### src/rtl/unified_mem_arbiter.sv
// Arbitrates one single-ported unified memory between instruction fetch and load/store.
// Optional macro UNIFIED_MEM_RR_EN switches tie-breaking from strict data priority to round-robin.
module unified_mem_arbiter #(
   parameter int ADDR_W  = 32,
   parameter int DATA_W  = 32,
   parameter int TIMEOUT = 64
) (
   input  logic                clk,
   input  logic                rst_n,
   input  logic                if_req,
   input  logic [ADDR_W-1:0]   if_addr,
   output logic [DATA_W-1:0]   if_rdata,
   output logic                if_valid,
   output logic                if_stall,
   input  logic                d_req,
   input  logic                d_we,
   input  logic [DATA_W/8-1:0] d_be,
   input  logic [ADDR_W-1:0]   d_addr,
   input  logic [DATA_W-1:0]   d_wdata,
   output logic [DATA_W-1:0]   d_rdata,
   output logic                d_valid,
   output logic                d_stall,
   output logic                err,
   output logic                mem_req,
   output logic                mem_we,
   output logic [DATA_W/8-1:0] mem_be,
   output logic [ADDR_W-1:0]   mem_addr,
   output logic [DATA_W-1:0]   mem_wdata,
   input  logic                mem_ack,
   input  logic [DATA_W-1:0]   mem_rdata,
   output logic [15:0]         conflict_cnt
);

   localparam int TCNT_W = $clog2(TIMEOUT + 1);
   localparam logic [TCNT_W-1:0] TLAST = TCNT_W'(TIMEOUT - 1);

   typedef enum logic [1:0] {IDLE, BUSY_D, BUSY_I, RESP} state_t;

   state_t            state;
   logic              owner_d;
   logic [TCNT_W-1:0] tcnt;
   logic              d_wins;
   logic              conflict_hit;

   assign if_stall = if_req && !if_valid;
   assign d_stall  = d_req && !d_valid;

   // owner_d doubles as the last-served flag; it resets to fetch so data wins the first tie
`ifdef UNIFIED_MEM_RR_EN
   assign d_wins = d_req && (!if_req || !owner_d);
`else
   assign d_wins = d_req;
`endif

   assign conflict_hit = if_req && ((state == BUSY_D) ||
                                    (state == RESP && owner_d) ||
                                    (state == IDLE && d_wins));

   always_ff @(posedge clk or negedge rst_n) begin
      if (!rst_n) begin
         state        <= IDLE;
         owner_d      <= 1'b0;
         tcnt         <= '0;
         mem_req      <= 1'b0;
         mem_we       <= 1'b0;
         mem_be       <= '0;
         mem_addr     <= '0;
         mem_wdata    <= '0;
         if_valid     <= 1'b0;
         d_valid      <= 1'b0;
         err          <= 1'b0;
         if_rdata     <= '0;
         d_rdata      <= '0;
         conflict_cnt <= '0;
      end else begin
         if_valid <= 1'b0;
         d_valid  <= 1'b0;
         err      <= 1'b0;
         if (conflict_hit && conflict_cnt != 16'hFFFF)
            conflict_cnt <= conflict_cnt + 16'd1;

         case (state)
            IDLE: begin
               tcnt <= '0;
               if (d_wins) begin
                  state     <= BUSY_D;
                  owner_d   <= 1'b1;
                  mem_req   <= 1'b1;
                  mem_we    <= d_we;
                  mem_be    <= d_be;
                  mem_addr  <= d_addr;
                  mem_wdata <= d_wdata;
               end else if (if_req) begin
                  state     <= BUSY_I;
                  owner_d   <= 1'b0;
                  mem_req   <= 1'b1;
                  mem_we    <= 1'b0;
                  mem_be    <= '0;
                  mem_addr  <= if_addr;
                  mem_wdata <= '0;
               end
            end
            BUSY_D, BUSY_I: begin
               // A timed-out transaction completes like a normal one but returns zero with err
               if (mem_ack || tcnt == TLAST) begin
                  mem_req <= 1'b0;
                  state   <= RESP;
                  err     <= !mem_ack;
                  if (state == BUSY_D) begin
                     d_valid <= 1'b1;
                     d_rdata <= (mem_ack && !mem_we) ? mem_rdata : '0;
                  end else begin
                     if_valid <= 1'b1;
                     if_rdata <= mem_ack ? mem_rdata : '0;
                  end
               end else begin
                  tcnt <= tcnt + 1'b1;
               end
            end
            RESP: begin
               state <= IDLE;
            end
            default: begin
               state <= IDLE;
            end
         endcase
      end
   end

endmodule

### config.mk
export PLATFORM = sky130hd
export DESIGN_NAME = unified_mem_arbiter
export DESIGN_NICKNAME = d
export VERILOG_FILES = /design/src/rtl/unified_mem_arbiter.sv
export SDC_FILE = /design/constraint.sdc
export NUM_CORES = 1
export LEC_CHECK = 0
export CORE_ASPECT_RATIO = 0.6
export CORE_MARGIN = 2
export CORE_UTILIZATION = 45
export CTS_CLUSTER_DIAMETER = 100
export DETAILED_ROUTE_END_ITERATION = 8
export PLACE_DENSITY_LB_ADDON = 0.05
export SETUP_SLACK_MARGIN = 0.05
export SLEW_MARGIN = 10
export SYNTH_ARGS = -nofsm -noshare
export SYNTH_HDL_FRONTEND = slang
export SYNTH_SLANG_ARGS = --single-unit
### constraint.sdc
create_clock -name clk -period 3.6 [get_ports clk]
set_input_delay 0.54 -clock clk [delete_from_list [all_inputs] [get_ports clk]]
set_output_delay 0.54 -clock clk [all_outputs]
set_load 0.005 [all_outputs]
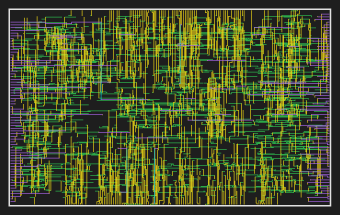
run_1/wires.png
(2 px per micron)
Purple stands for metal 3, wire length 1520 microns. Cyan stands for metal 4, wire length 117 microns. Yellow stands for metal 2, wire length 8900 microns. Green stands for metal 1, wire length 8000 microns.
GRT Resource Usage Total: 0.245
wire per inst: 18.3 microns
WL final: 18500 microns

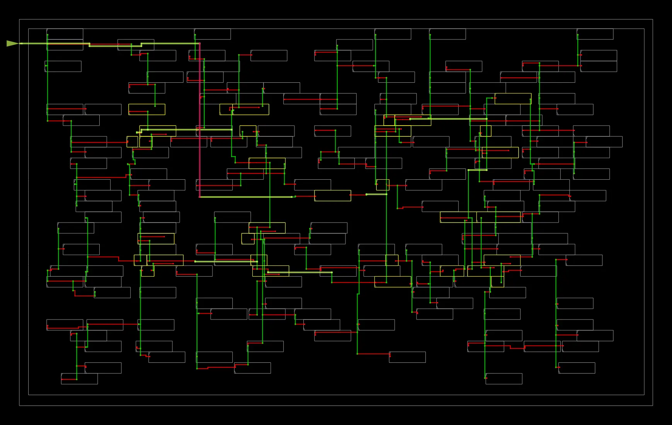
run_1/clocks.png
# clk buffers: 17
Layout Skew: 0.0115 ns

==> GITHUB_STEP_SUMMARY, run 1 <==
## Implementation flow summary

| Metric | Value |
|---|---|
| Status | `finished, final reports clean` |
| Cell taking the most area after synthesis | `dfrtp_1` |
| Antenna Nets Post-Route | `0` |
| Place WS | `1.16 ns` |
| Biggest consumer | `combinational logic` |
| Internal Power | `0.00573 W` |
| Yosys warns | `0` |
| Critical-path cell list | `clkdlybuf4s50_1 -> nor2b_1 -> clkdlybuf4s50_1` |
| Routability cong. | `0.814` |
| CTS root buffer | `clkbuf_16` |
| Routed vias/inst | `5.30` |
| CP startpoint | `if_req` |
| R2R cell count | `6` |
| Dominant cells by area after synthesis | `dfrtp_1, a22o_1, mux2i_1, o21ai_0, nand2_1` |
| DRT met1 WL | `8000 microns` |
| Vias in the first global route | `5485` |
| CTS Hold Bufs | `0` |
| Top routing layer in use | `met4` |
| Comb group | `0.00350 W` |
| Final min period | `2.37 ns` |
| Initial drt markers | `391` |
| Crit path required time | `3.06 ns` |
| Lkg Pwr | `4.62 nW` |
| Least-Margin Pin Slew | `0.857 ns` |
| CTS tree | `done` |
| Clock transition at path regs | `0.07 ns` |
| Final WS setup | `1.23 ns` |
| Reg-to-reg critical path startpoint | `state[0]` |
| Maximum fanout along the worst path | `4` |
| Mapped Cells | `511` |
| Synthesis-to-layout area growth | `56.4%` |
| Met3 wire length | `1520 microns` |
| Flop-to-flop setup slack | `1.42 ns` |
| Final Net Count | `944` |
| Final core utilization | `0.714` |
| TNS Setup | `0 ns` |
| Pin count of the biggest net entering global routing | `90` |
| Asr flop ratio synth | `1.00` |
| Die height | `97.6 microns` |
| Reg2reg end | `if_rdata[15]` |
| Most frequent cells after synthesis | `dfrtp_1, a22o_1, nand2_1` |
| Log Warnings | `29` |
| Crit-path max cell delay | `0.62 ns` |
| Skew-Pair Late Insertion Delay | `0.42 ns` |
| DRC | `0` |
| Die boundary width | `160 microns` |
| Worst Hold Class | `in -> async` |
| Final setup violation count | `0` |
| CTS Buf Count | `17` |
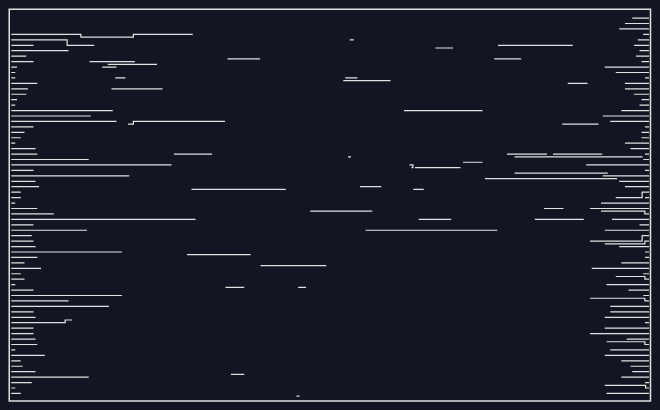
run_1/layer_met3.png
(4 px per micron)
The layer carries 1520 microns of wire. The layer holds 8.2% of the routed length.

run 1: logic make-up (layout without fill, tap and decap cells):
group | count (synthesis) | after routing | synth area share
compound gates | 153 | 153 | 0.181
buf+inv | 41 | 343 | 0.0305
xor+xnor | 15 | 15 | 0.0200
mux | 37 | 37 | 0.0568
fa+ha+maj | 6 | 6 | 0.0114
simple gates | 96 | 96 | 0.0787
flops | 163 | 163 | 0.621
run 1: cell usage in the layout, fill, tap and decap left out, types with 2 or more instances in the layout:
master	Yosys	final
nor4_1	8	8
inv_8	0	2
nor3_1	7	7
nand3_1	11	11
nand4_1	4	4
nor2b_1	2	2
a21oi_1	3	3
o21ai_0	35	34
clkdlybuf4s50_1	0	290
clkinvlp_4	0	3
xor2_1	15	15
a21o_1	5	5
a22o_1	101	101
nor2_1	3	3
buf_4	1	11
dfrtp_1	163	163
nand2_1	44	44
ha_1	6	6
and3_1	3	3
nor4b_1	3	3
clkbuf_16	0	17
inv_6	0	7
inv_1	7	7
mux2i_1	35	35
run 1: state kept, by name, indices dropped and copies added, names as in the netlist:
name,flops
owner_d,1
d_valid,1
d_rdata,32
if_rdata,32
if_valid,1
err,1
mem_wdata,32
mem_we,1
tcnt,7
mem_addr,32
state,2
mem_req,1
conflict_cnt,16
mem_be,4
run 1: layout make-up:
cell class | count | area, sq um | area share
Clock inverter | 15 | 161 | 0.0157
Multi-Input combinational cell | 307 | 2300 | 0.224
Inverter | 7 | 26.3 | 0.00256
Clock buffer | 17 | 425 | 0.0414
Sequential cell | 163 | 4080 | 0.397
Timing Repair Buffer | 304 | 3020 | 0.294
Tap cell | 198 | 248 | 0.0241
run 1: worst max-delay path: cells and delay by family:
kind / cells / cell delay [ns]
simple gates: 1 / 0.16
buf+inv: 2 / 1.12
run_1/logic_types.png
(2 px per micron)
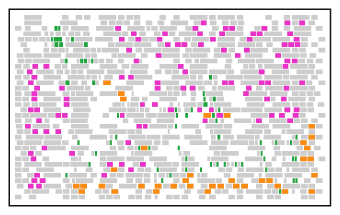

==> run 2, diff against run 1 <==
- CORE_UTILIZATION: 45 -> 42
- clock period: 3.6 -> 2.3 ns (I/O delays scaled with it)
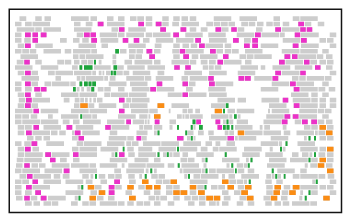
run_2/logic_types.png
(2 px per micron)
Orange stands for mux cells, cells 37, most used mux2i_1. Magenta stands for non-inverting ao/oa cells, cells 109, most used a22o_1, where widely spread. Green stands for nand cells, cells 61, most used nand2_1.

==> GITHUB_STEP_SUMMARY, run 2 <==
## Implementation flow summary

| Metric | Value |
|---|---|
| Status | `finished, final reports clean` |
| TNS Setup | `0 ns (unchanged)` |
| Top Layout Cells | `clkdlybuf4s50_1, dfrtp_1, a22o_1` |
| Final Net Count | `947 (+0.32%)` |
| Place WS | `0.158 ns (-1.00 ns)` |
| Asr flop ratio synth | `1.00 (unchanged)` |
| Crit path required time | `2.60 ns (-0.46 ns)` |
| Maximum fanout along the worst path | `7 (+3)` |
| Mapped Cells | `511 (unchanged)` |
| Worst Hold Class | `in -> reg` |
| Routability cong. | `0.842 (+3.4%)` |
| Initial drt markers | `268 (-31%)` |
| Most frequent cells after synthesis | `dfrtp_1, a22o_1, nand2_1` |
| Lkg Pwr | `4.63 nW (+0.36%)` |
| Die boundary width | `165 microns (+3.4%)` |
| Skew-Pair Late Insertion Delay | `0.41 ns (about the same)` |
| CTS Buf Count | `17 (unchanged)` |
| Least-Margin Pin Slew | `0.665 ns (-0.191 ns)` |
| Synthesis-to-layout area growth | `57.0%` |
| CTS tree | `done` |
| Most common logic cell in the routed design | `clkdlybuf4s50_1` |
| Dominant cells by area after synthesis | `dfrtp_1, a22o_1, mux2i_1, o21ai_0, nand2_1` |
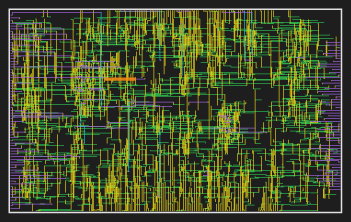
run_2/wires.png
(2 px per micron)
Cyan stands for metal 4, wire length 233 microns. Yellow stands for metal 2, wire length 8860 microns. Purple stands for metal 3, wire length 1470 microns. Green stands for metal 1, wire length 8030 microns. Orange stands for metal 5, wire length 13.8 microns.
WL final: 18600 microns
wire per inst: 18.3 microns
GRT Resource Usage Total: 0.226
vias: 5383

-- run 2: critical path, cell delays in order, from the launching register on --
cell and delay, ns:
dfrtp_1 0.37, inv_1 0.08, ha_1 0.40, nand2b_1 0.17, a21oi_1 0.36, mux2_2 0.38, a21o_1 0.17
-- run 2: what timing repair did --
action                     in CTS  in global routing
hold buffers                    1                  0
hold endpoints to repair       65                  0
gates resized                   0                  1
setup endpoints to repair       0                  1
-- run 2: path summary, 6_finish.rpt --
kind,endpoint,startpoint,depth (start not counted)
max,tcnt[5],state[0],6
min,state[0],d_req,4
max reg2reg,tcnt[5],state[0],6
min reg2reg,mem_addr[16],mem_addr[16],2
max in group asynchronous,if_rdata[27],rst_n,3
min in group asynchronous,mem_wdata[23],rst_n,2
-- run 2: power breakdown --
part	leakage (nW)	internal (W)	total (W)	switching, W
clock network	0.264	0.00142	0.00263	0.00122
registers	2.08	0.00410	0.00486	0.000764
logic	2.29	0.00337	0.00553	0.00216
total	4.63	0.00888	0.0130	0.00414
-- run 2: area by class of cell --
class,instances,area share
Multi-Input combinational cell,307,0.224
Tap cell,203,0.0246
Sequential cell,163,0.396
Clock buffer,18,0.0416
Clock inverter,14,0.0120
Inverter,7,0.00255
Timing Repair Buffer,307,0.299
-- run 2: logic make-up (layout without fill, tap and decap cells) --
group                    Yosys count  count (layout)  share of synthesized area
AND-OR/OR-AND                    153             153                      0.181
XOR/XNOR                          15              15                     0.0200
adder cells (fa/ha/maj)            6               6                     0.0114
buffers and inverters             41             346                     0.0305
flip-flops                       163             163                      0.621
multiplexers                      37              37                     0.0568
AND/OR/NAND/NOR                   96              96                     0.0787
-- run 2: per-stage QoR --
stage	utilization	cell area [sq um]
after global routing	0.672	10300
final	0.672	10300
after CTS	0.672	10300
after floorplan	-	6570
after detailed placement	0.635	9740
after global placement	0.635	9740
No activity file was given, so power comes from the tool's default toggle rates.
